**Close-up of the layout**

Region (168, 170) to (188, 190) um. Cells in grey, sequential cells in the stronger grey; small squares are vias.
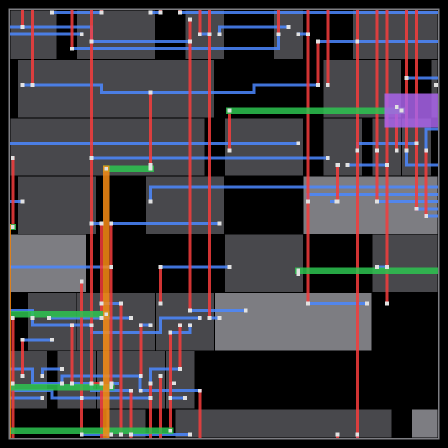
**I/O nets highlighted**

(1.5 px per um)
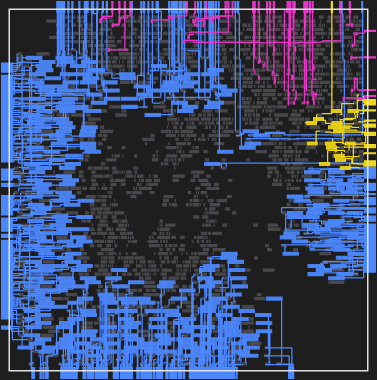
**Met2 routing**

(1.5 px per um) Cells faint in the background.
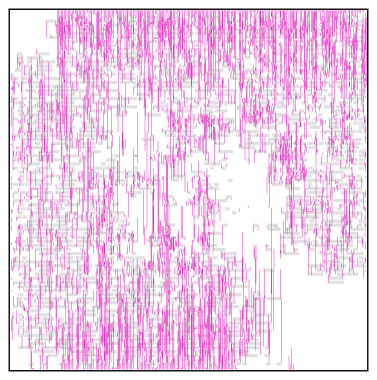
[config.mk]
export PLATFORM = sky130hd
export DESIGN_NAME = cnn_sequencer_flat
export DESIGN_NICKNAME = d
export VERILOG_FILES = /design/src/rtl/cnn_pkg.sv /design/src/rtl/cnn_sequencer_if.sv /design/src/rtl/cnn_argmax.sv /design/src/rtl/cnn_sequencer.sv /design/src/flat_wrapper.sv
export SDC_FILE = /design/constraint.sdc
export NUM_CORES = 1
export LEC_CHECK = 0
export ABC_CLOCK_PERIOD_IN_PS = 19800
export CAP_MARGIN = 20
export CORE_AREA = 2 2 236 238
export CTS_CLUSTER_DIAMETER = 120
export DETAILED_ROUTE_END_ITERATION = 16
export DIE_AREA = 0 0 238 240
export PLACE_DENSITY_LB_ADDON = 0.25
export SETUP_SLACK_MARGIN = 0.2
export SYNTH_ARGS = -nofsm -noshare
export SYNTH_HDL_FRONTEND = slang
export SYNTH_HIERARCHICAL = 1
export SYNTH_SLANG_ARGS = --single-unit
[constraint.sdc]
create_clock -name clk -period 19.8 [get_ports clk]
set_input_delay 2.97 -clock clk [delete_from_list [all_inputs] [get_ports clk]]
set_output_delay 2.97 -clock clk [all_outputs]
set_load 0.02 [all_outputs]
[src/rtl/cnn_pkg.sv]
// Shared types and helpers for the CNN inference sequencer.
package cnn_pkg;

  typedef enum logic [2:0] {
    IDLE,
    LOAD_W,
    FEED,
    WAIT_RES,
    ARGMAX,
    DONE
  } state_t;

  // Which CNN weight memory a host weight word is aimed at.
  typedef enum logic [1:0] {
    TGT_CONV,
    TGT_FC,
    TGT_BAD
  } target_kind_t;

  // Layer indices run conv layers first, then fc layers; anything past that is invalid.
  function automatic target_kind_t decode_target(input logic [7:0] target,
                                                 input int conv_numb,
                                                 input int flat_numb);
    if (int'(target) < conv_numb) return TGT_CONV;
    if (int'(target) < conv_numb + flat_numb) return TGT_FC;
    return TGT_BAD;
  endfunction

  // Index width for a vector of n entries, never narrower than one bit.
  function automatic int idx_width(input int n);
    return (n > 1) ? $clog2(n) : 1;
  endfunction

endpackage

[src/rtl/cnn_sequencer_if.sv]
// Host-side weight-write and pixel streams feeding the CNN sequencer.
interface cnn_sequencer_if #(
  parameter int PIX_WIDTH = 16
);
  logic                 w_valid;
  logic                 w_ready;
  logic [7:0]           w_target;
  logic [31:0]          w_data;
  logic [31:0]          w_addr;
  logic [31:0]          w_sel;
  logic                 w_last;
  logic                 px_valid;
  logic                 px_ready;
  logic [PIX_WIDTH-1:0] px_data;

  // Host side: produces words and pixels.
  modport master (
    output w_valid, w_target, w_data, w_addr, w_sel, w_last, px_valid, px_data,
    input  w_ready, px_ready
  );

  // Sequencer side: consumes words and pixels.
  modport slave (
    input  w_valid, w_target, w_data, w_addr, w_sel, w_last, px_valid, px_data,
    output w_ready, px_ready
  );
endinterface

[src/rtl/cnn_argmax.sv]
// Sequential signed argmax: one class compared per cycle over a latched vector.
module cnn_argmax #(
  parameter int CLASSES_QNT = 10,
  parameter int IDX_W       = 4
) (
  input  logic                         clk,
  input  logic                         rst,
  input  logic                         start,
  input  logic [CLASSES_QNT-1:0][31:0] classes,
  output logic                         last,
  output logic [IDX_W-1:0]             best_idx,
  output logic [31:0]                  best_score
);

  logic [CLASSES_QNT-1:0][31:0] vec;
  logic [IDX_W-1:0]             idx;
  logic                         running;
  logic signed [31:0]           cur;

  assign cur  = vec[idx];
  assign last = running && (idx == IDX_W'(CLASSES_QNT - 1));

  // Capture the class vector when the scan is launched.
  // NOTE: vec is deliberately not reset: it is always written on start before the scan reads it,
  // so a reset would only cost flops on a plain storage array.
  always_ff @(posedge clk) begin
    if (start) vec <= classes;
  end

  // Walk the vector; strict '>' means ties keep the lowest index.
  always_ff @(posedge clk) begin
    if (rst) begin
      running    <= 1'b0;
      idx        <= '0;
      best_idx   <= '0;
      best_score <= '0;
    end else if (start) begin
      running <= 1'b1;
      idx     <= '0;
    end else if (running) begin
      if (idx == '0 || cur > $signed(best_score)) begin
        best_idx   <= idx;
        best_score <= cur;
      end
      if (last) begin
        running <= 1'b0;
        idx     <= '0;
      end else begin
        idx <= idx + 1'b1;
      end
    end
  end

endmodule

[src/rtl/cnn_sequencer.sv]
// Top-level CNN controller: weight load, framed pixel feed, result wait with timeout, argmax.
module cnn_sequencer
  import cnn_pkg::*;
#(
  parameter int PIX_WIDTH   = 16,
  parameter int CONV_NUMB   = 2,
  parameter int FLAT_NUMB   = 2,
  parameter int CLASSES_QNT = 10,
  parameter int IMG_WIDTH   = 28,
  parameter int IMG_HEIGHT  = 28,
  parameter int TIMEOUT_CYC = 65535,
  localparam int CLASS_IDX_W = idx_width(CLASSES_QNT)
) (
  input  logic                         clk,
  input  logic                         rst,
  input  logic                         start,
  input  logic                         load_weights,
  cnn_sequencer_if.slave               host,
  output logic [31:0]                  weights_mem_in_data,
  output logic [31:0]                  weights_mem_in_addr,
  output logic [31:0]                  weights_mem_in_sel_addr,
  output logic [CONV_NUMB-1:0]         weights_mem_in_kernel_wr,
  output logic [FLAT_NUMB-1:0]         weights_mem_in_fc_wr,
  output logic [PIX_WIDTH-1:0]         cnn_data,
  output logic                         cnn_valid,
  output logic                         cnn_sop,
  output logic                         cnn_eop,
  input  logic                         cnn_o_valid,
  input  logic [CLASSES_QNT-1:0][31:0] cnn_classes,
  output logic                         busy,
  output logic                         done,
  output logic [CLASS_IDX_W-1:0]       result_class,
  output logic [31:0]                  result_score,
  output logic                         err_target,
  output logic                         err_timeout
);

  localparam int FRAME_PIX  = IMG_WIDTH * IMG_HEIGHT;
  localparam int PIX_CNT_W  = idx_width(FRAME_PIX);
  localparam int WAIT_CNT_W = $clog2(TIMEOUT_CYC + 1);

  state_t                state, next_state;
  logic [PIX_CNT_W-1:0]  pix_cnt;
  logic [WAIT_CNT_W-1:0] wait_cnt;
  logic                  start_acc, w_acc, px_acc, px_last, timeout, am_start, am_last;
  logic [7:0]            fc_idx;

  assign start_acc = (state == IDLE) && start;
  assign w_acc     = host.w_valid && host.w_ready;
  assign px_acc    = host.px_valid && host.px_ready;
  assign px_last   = (pix_cnt == PIX_CNT_W'(FRAME_PIX - 1));
  assign timeout   = (wait_cnt == WAIT_CNT_W'(TIMEOUT_CYC));
  assign am_start  = (state == WAIT_RES) && cnn_o_valid;
  assign fc_idx    = host.w_target - 8'(CONV_NUMB);

  assign host.w_ready  = (state == LOAD_W);
  assign host.px_ready = (state == FEED);
  assign busy          = (state != IDLE);
  assign done          = (state == DONE);

  // State register.
  // NOTE: every clocked process uses non-blocking '<=' so all registers update from the same
  // pre-edge values; blocking '=' here would make results depend on statement order.
  always_ff @(posedge clk) begin
    if (rst) state <= IDLE;
    else     state <= next_state;
  end

  // Next-state decode; a result arriving in the timeout cycle takes priority.
  // NOTE: next_state gets its default before the case so no path leaves it unassigned,
  // which would otherwise infer a latch.
  always_comb begin
    next_state = state;
    case (state)
      IDLE:     if (start) next_state = load_weights ? LOAD_W : FEED;
      LOAD_W:   if (w_acc && host.w_last) next_state = FEED;
      FEED:     if (px_acc && px_last) next_state = WAIT_RES;
      WAIT_RES: begin
        if (cnn_o_valid)  next_state = ARGMAX;
        else if (timeout) next_state = DONE;
      end
      ARGMAX:   if (am_last) next_state = DONE;
      DONE:     next_state = IDLE;
      default:  next_state = IDLE;
    endcase
  end

  // Datapath: weight write-out, pixel forwarding with framing, wait counter and sticky errors.
  always_ff @(posedge clk) begin
    if (rst) begin
      weights_mem_in_data      <= '0;
      weights_mem_in_addr      <= '0;
      weights_mem_in_sel_addr  <= '0;
      weights_mem_in_kernel_wr <= '0;
      weights_mem_in_fc_wr     <= '0;
      cnn_data                 <= '0;
      cnn_valid                <= 1'b0;
      cnn_sop                  <= 1'b0;
      cnn_eop                  <= 1'b0;
      pix_cnt                  <= '0;
      wait_cnt                 <= '0;
      err_target               <= 1'b0;
      err_timeout              <= 1'b0;
    end else begin
      // Strobes and pixel flags are single-cycle unless re-armed below.
      weights_mem_in_kernel_wr <= '0;
      weights_mem_in_fc_wr     <= '0;
      cnn_valid                <= 1'b0;
      cnn_sop                  <= 1'b0;
      cnn_eop                  <= 1'b0;

      if (start_acc) begin
        err_target  <= 1'b0;
        err_timeout <= 1'b0;
        pix_cnt     <= '0;
      end

      if (w_acc) begin
        weights_mem_in_data     <= host.w_data;
        weights_mem_in_addr     <= host.w_addr;
        weights_mem_in_sel_addr <= host.w_sel;
        case (decode_target(host.w_target, CONV_NUMB, FLAT_NUMB))
          TGT_CONV: weights_mem_in_kernel_wr <= CONV_NUMB'(1) << host.w_target;
          TGT_FC:   weights_mem_in_fc_wr     <= FLAT_NUMB'(1) << fc_idx;
          default:  err_target               <= 1'b1;
        endcase
      end

      if (px_acc) begin
        cnn_data  <= host.px_data;
        cnn_valid <= 1'b1;
        cnn_sop   <= (pix_cnt == '0);
        cnn_eop   <= px_last;
        pix_cnt   <= px_last ? '0 : pix_cnt + 1'b1;
      end

      if (state == WAIT_RES) wait_cnt <= wait_cnt + 1'b1;
      else                   wait_cnt <= '0;

      if ((state == WAIT_RES) && !cnn_o_valid && timeout) err_timeout <= 1'b1;
    end
  end

  cnn_argmax #(
    .CLASSES_QNT (CLASSES_QNT),
    .IDX_W       (CLASS_IDX_W)
  ) u_argmax (
    .clk        (clk),
    .rst        (rst),
    .start      (am_start),
    .classes    (cnn_classes),
    .last       (am_last),
    .best_idx   (result_class),
    .best_score (result_score)
  );

endmodule
[src/flat_wrapper.sv]
// flat-port wrapper written by rule: the top's interface ports become plain ports
module cnn_sequencer_flat import cnn_pkg::*;
#(
  parameter int PIX_WIDTH   = 16,
  parameter int CONV_NUMB   = 2,
  parameter int FLAT_NUMB   = 2,
  parameter int CLASSES_QNT = 10,
  parameter int IMG_WIDTH   = 28,
  parameter int IMG_HEIGHT  = 28,
  parameter int TIMEOUT_CYC = 65535,
  localparam int CLASS_IDX_W = idx_width(CLASSES_QNT)
)
  (clk, rst, start, load_weights, weights_mem_in_data, weights_mem_in_addr, weights_mem_in_sel_addr, weights_mem_in_kernel_wr, weights_mem_in_fc_wr, cnn_data, cnn_valid, cnn_sop, cnn_eop, cnn_o_valid, cnn_classes, busy, done, result_class, result_score, err_target, err_timeout, host_w_valid, host_w_target, host_w_data, host_w_addr, host_w_sel, host_w_last, host_px_valid, host_px_data, host_w_ready, host_px_ready);
  cnn_sequencer_if #(.PIX_WIDTH(PIX_WIDTH)) host_i ();
  input  logic clk;
  input  logic rst;
  input  logic start;
  input  logic load_weights;
  output logic [31:0] weights_mem_in_data;
  output logic [31:0] weights_mem_in_addr;
  output logic [31:0] weights_mem_in_sel_addr;
  output logic [CONV_NUMB-1:0] weights_mem_in_kernel_wr;
  output logic [FLAT_NUMB-1:0] weights_mem_in_fc_wr;
  output logic [PIX_WIDTH-1:0] cnn_data;
  output logic cnn_valid;
  output logic cnn_sop;
  output logic cnn_eop;
  input  logic cnn_o_valid;
  input  logic [CLASSES_QNT-1:0][31:0] cnn_classes;
  output logic busy;
  output logic done;
  output logic [CLASS_IDX_W-1:0] result_class;
  output logic [31:0] result_score;
  output logic err_target;
  output logic err_timeout;
  input wire logic [$bits(host_i.w_valid)-1:0] host_w_valid;
  input wire logic [$bits(host_i.w_target)-1:0] host_w_target;
  input wire logic [$bits(host_i.w_data)-1:0] host_w_data;
  input wire logic [$bits(host_i.w_addr)-1:0] host_w_addr;
  input wire logic [$bits(host_i.w_sel)-1:0] host_w_sel;
  input wire logic [$bits(host_i.w_last)-1:0] host_w_last;
  input wire logic [$bits(host_i.px_valid)-1:0] host_px_valid;
  input wire logic [$bits(host_i.px_data)-1:0] host_px_data;
  output wire logic [$bits(host_i.w_ready)-1:0] host_w_ready;
  output wire logic [$bits(host_i.px_ready)-1:0] host_px_ready;
  assign host_i.w_valid = host_w_valid;
  assign host_i.w_target = host_w_target;
  assign host_i.w_data = host_w_data;
  assign host_i.w_addr = host_w_addr;
  assign host_i.w_sel = host_w_sel;
  assign host_i.w_last = host_w_last;
  assign host_i.px_valid = host_px_valid;
  assign host_i.px_data = host_px_data;
  assign host_w_ready = host_i.w_ready;
  assign host_px_ready = host_i.px_ready;
  cnn_sequencer #(.PIX_WIDTH(PIX_WIDTH), .CONV_NUMB(CONV_NUMB), .FLAT_NUMB(FLAT_NUMB), .CLASSES_QNT(CLASSES_QNT), .IMG_WIDTH(IMG_WIDTH), .IMG_HEIGHT(IMG_HEIGHT), .TIMEOUT_CYC(TIMEOUT_CYC)) u_core (.clk(clk), .rst(rst), .start(start), .load_weights(load_weights), .host(host_i), .weights_mem_in_data(weights_mem_in_data), .weights_mem_in_addr(weights_mem_in_addr), .weights_mem_in_sel_addr(weights_mem_in_sel_addr), .weights_mem_in_kernel_wr(weights_mem_in_kernel_wr), .weights_mem_in_fc_wr(weights_mem_in_fc_wr), .cnn_data(cnn_data), .cnn_valid(cnn_valid), .cnn_sop(cnn_sop), .cnn_eop(cnn_eop), .cnn_o_valid(cnn_o_valid), .cnn_classes(cnn_classes), .busy(busy), .done(done), .result_class(result_class), .result_score(result_score), .err_target(err_target), .err_timeout(err_timeout));
endmodule
==> ci_impl_report.md <==
## Implementation flow summary

| Metric | Value |
|---|---|
| Worst skew pair latency | 0.60 ns |
| Die Wd | 238 um |
| Most frequent cells in the layout | clkdlybuf4s50_1, edfxtp_1, nand2_1 |
| GPL Wtd Cong | 0.7971 |
| Pre-CTS setup slack | 13.66 ns |
| DRT iter0 DRCs | 831 |
| Cell with the most instances after synthesis | edfxtp_1 |
| Top sig layer | met5 |
| CP Cell Sequence | buf_4, buf_4, mux4_2, mux2i_1, o22a_1, inv_1, ha_1, and4_4, nand2_2, nor4_4, o31a_1, o31a_2, o21a_2, nor3_1, a211oi_2 |
| Simple share | 9.652% |
| Top-area cell share | 46.62% |
| # nets final | 2593 |
| Register share after synthesis | 65.17% |
| Core box area | 54660 um2 |
| TAP cells | 704 |
| Dpl cells | 2753 |
| Worst endpoint required time | 20.30 ns |
| CTS root buf | clkbuf_16 |
| Max cap viols | 0 |
| Fmax | 165.5 MHz |
| # hold bufs at CTS | 0 |
| Biggest area cells | edfxtp_1, dfxtp_1, mux4_2, nand2_1, a21oi_1 |
| DP Area | 27260 um2 |
| Met2 wire len | 29.71 mm |
| CP endpoint | u_core/u_argmax/best_score[4] |
| RSZ-0062 raised after global routing | no |
| Cell taking the most area after synthesis | edfxtp_1 |
| IO Count | 609 |
| First-pass GRT wire length | 87.09 mm |
| H-Tree Depth | 2 |
| Fin Clk Skew | 0.01651 ns |
| Post-synth top cells | edfxtp_1, nand2_1, dfxtp_1 |
| Fp util | 37.71% |
| Post-route ant nets | 0 |
| Worst Hold Depth | 2 |
| Flop pwr share | 48.3% |
| CTS resizes | 0 |
| Antenna diodes | 3 |
| WL met3 | 4.140 mm |
| Setup tns final | 0 ns |
| Worst EP arrival | 6.54 ns |
| Post-CTS setup repair buffer count | 0 |
| Worst r2r dst | u_core/u_argmax/best_score[4] |
| Final std cells w/o fill | 2859 |
| Status | finished clean |
| YS chip area | 20610 um2 |
| Signal buffers | 620 |
| GRT Total Usage | 20.30% |
| Tmin final | 6.044 ns |
| Met1 wire length | 24.60 mm |
| EDFF count, synth | 320 |
| Leakage | 9.406 nW |
| Routed WL | 60.51 mm |
| Fillers | 4636 |
| Final setup violation count | 0 |
| WS Path Type | flip-flop to flip-flop |
| P_seq | 1.19 mW |
| GR peak layer | met2 |
| Clock sinks | 511 |
| CLK BUF | 79 |
| Setup crit start kind | flip-flop |
| Clock share of power | 40.1% |
| Number of logic gates | 843 |
| Min-Delay Endpoint | u_core/weights_mem_in_sel_addr[9] |
| Worst Reg-to-Reg Cells | 15 |
| Area delta synth->final | 40.76% |
| Critical-path cell with the highest stage delay | o21a_2 |
| Seq/total area | 46.34% |
| Synthesized area per cell | 13.54 um2 |
| First-pass detailed-route iteration total | 5 |
| Combinational Area | 6471 um2 |
| CTS Buffer Depth | 3 |
| Hold WS | 0.4511 ns |
| Bufs and invs on worst path | 3 |
| Vias in the first global route | 14650 |
| Yosys reg bits | 511 |
| Inverters, non-clock | 76 |
| Fraction of area in non-clock buffers | 21.40% |
Notes on 'close-up of the layout' above:
legend:
  purple:
    layer: met5
  orange:
    layer: met4
  red:
    layer: met2
  green:
    layer: met3
  blue:
    layer: met1
cells with their middle in the window: 26
netlist names of flops here include: `u_core/weights_mem_in_sel_addr` (2)
most frequent: clkdlybuf4s50_1 (8), nand2_1 (3), a21oi_1 (3)
sequential cells in the window: 2

Notes on 'I/O nets highlighted' above:
legend:
  magenta:
    port: `host_w_sel`
    bits: 32
    direction: input
    edge: 28 top, 4 right
    end_cells: 32
    buffers: 32
    wire: 1280 um
  yellow:
    port: `cnn_data`
    bits: 16
    direction: output
    edge: 15 right, 1 top
    end_cells: 16
    buffers: 16
    wire: 446 um
  blue:
    port: `cnn_classes`
    bits: 320
    direction: input
    edge: 116 left, 112 bottom, 47 top, 45 right
    end_cells: 320
    buffers: 320
    wire: 13000 um

Notes on 'met2 routing' above:
share of all routed wire: 49%
wire length on this layer: 29.7 mm
longest straight run: 80.4 um
grt met2 use: 34.24%
DR vias: 14400

Power is estimated from default activity; no workload was simulated.
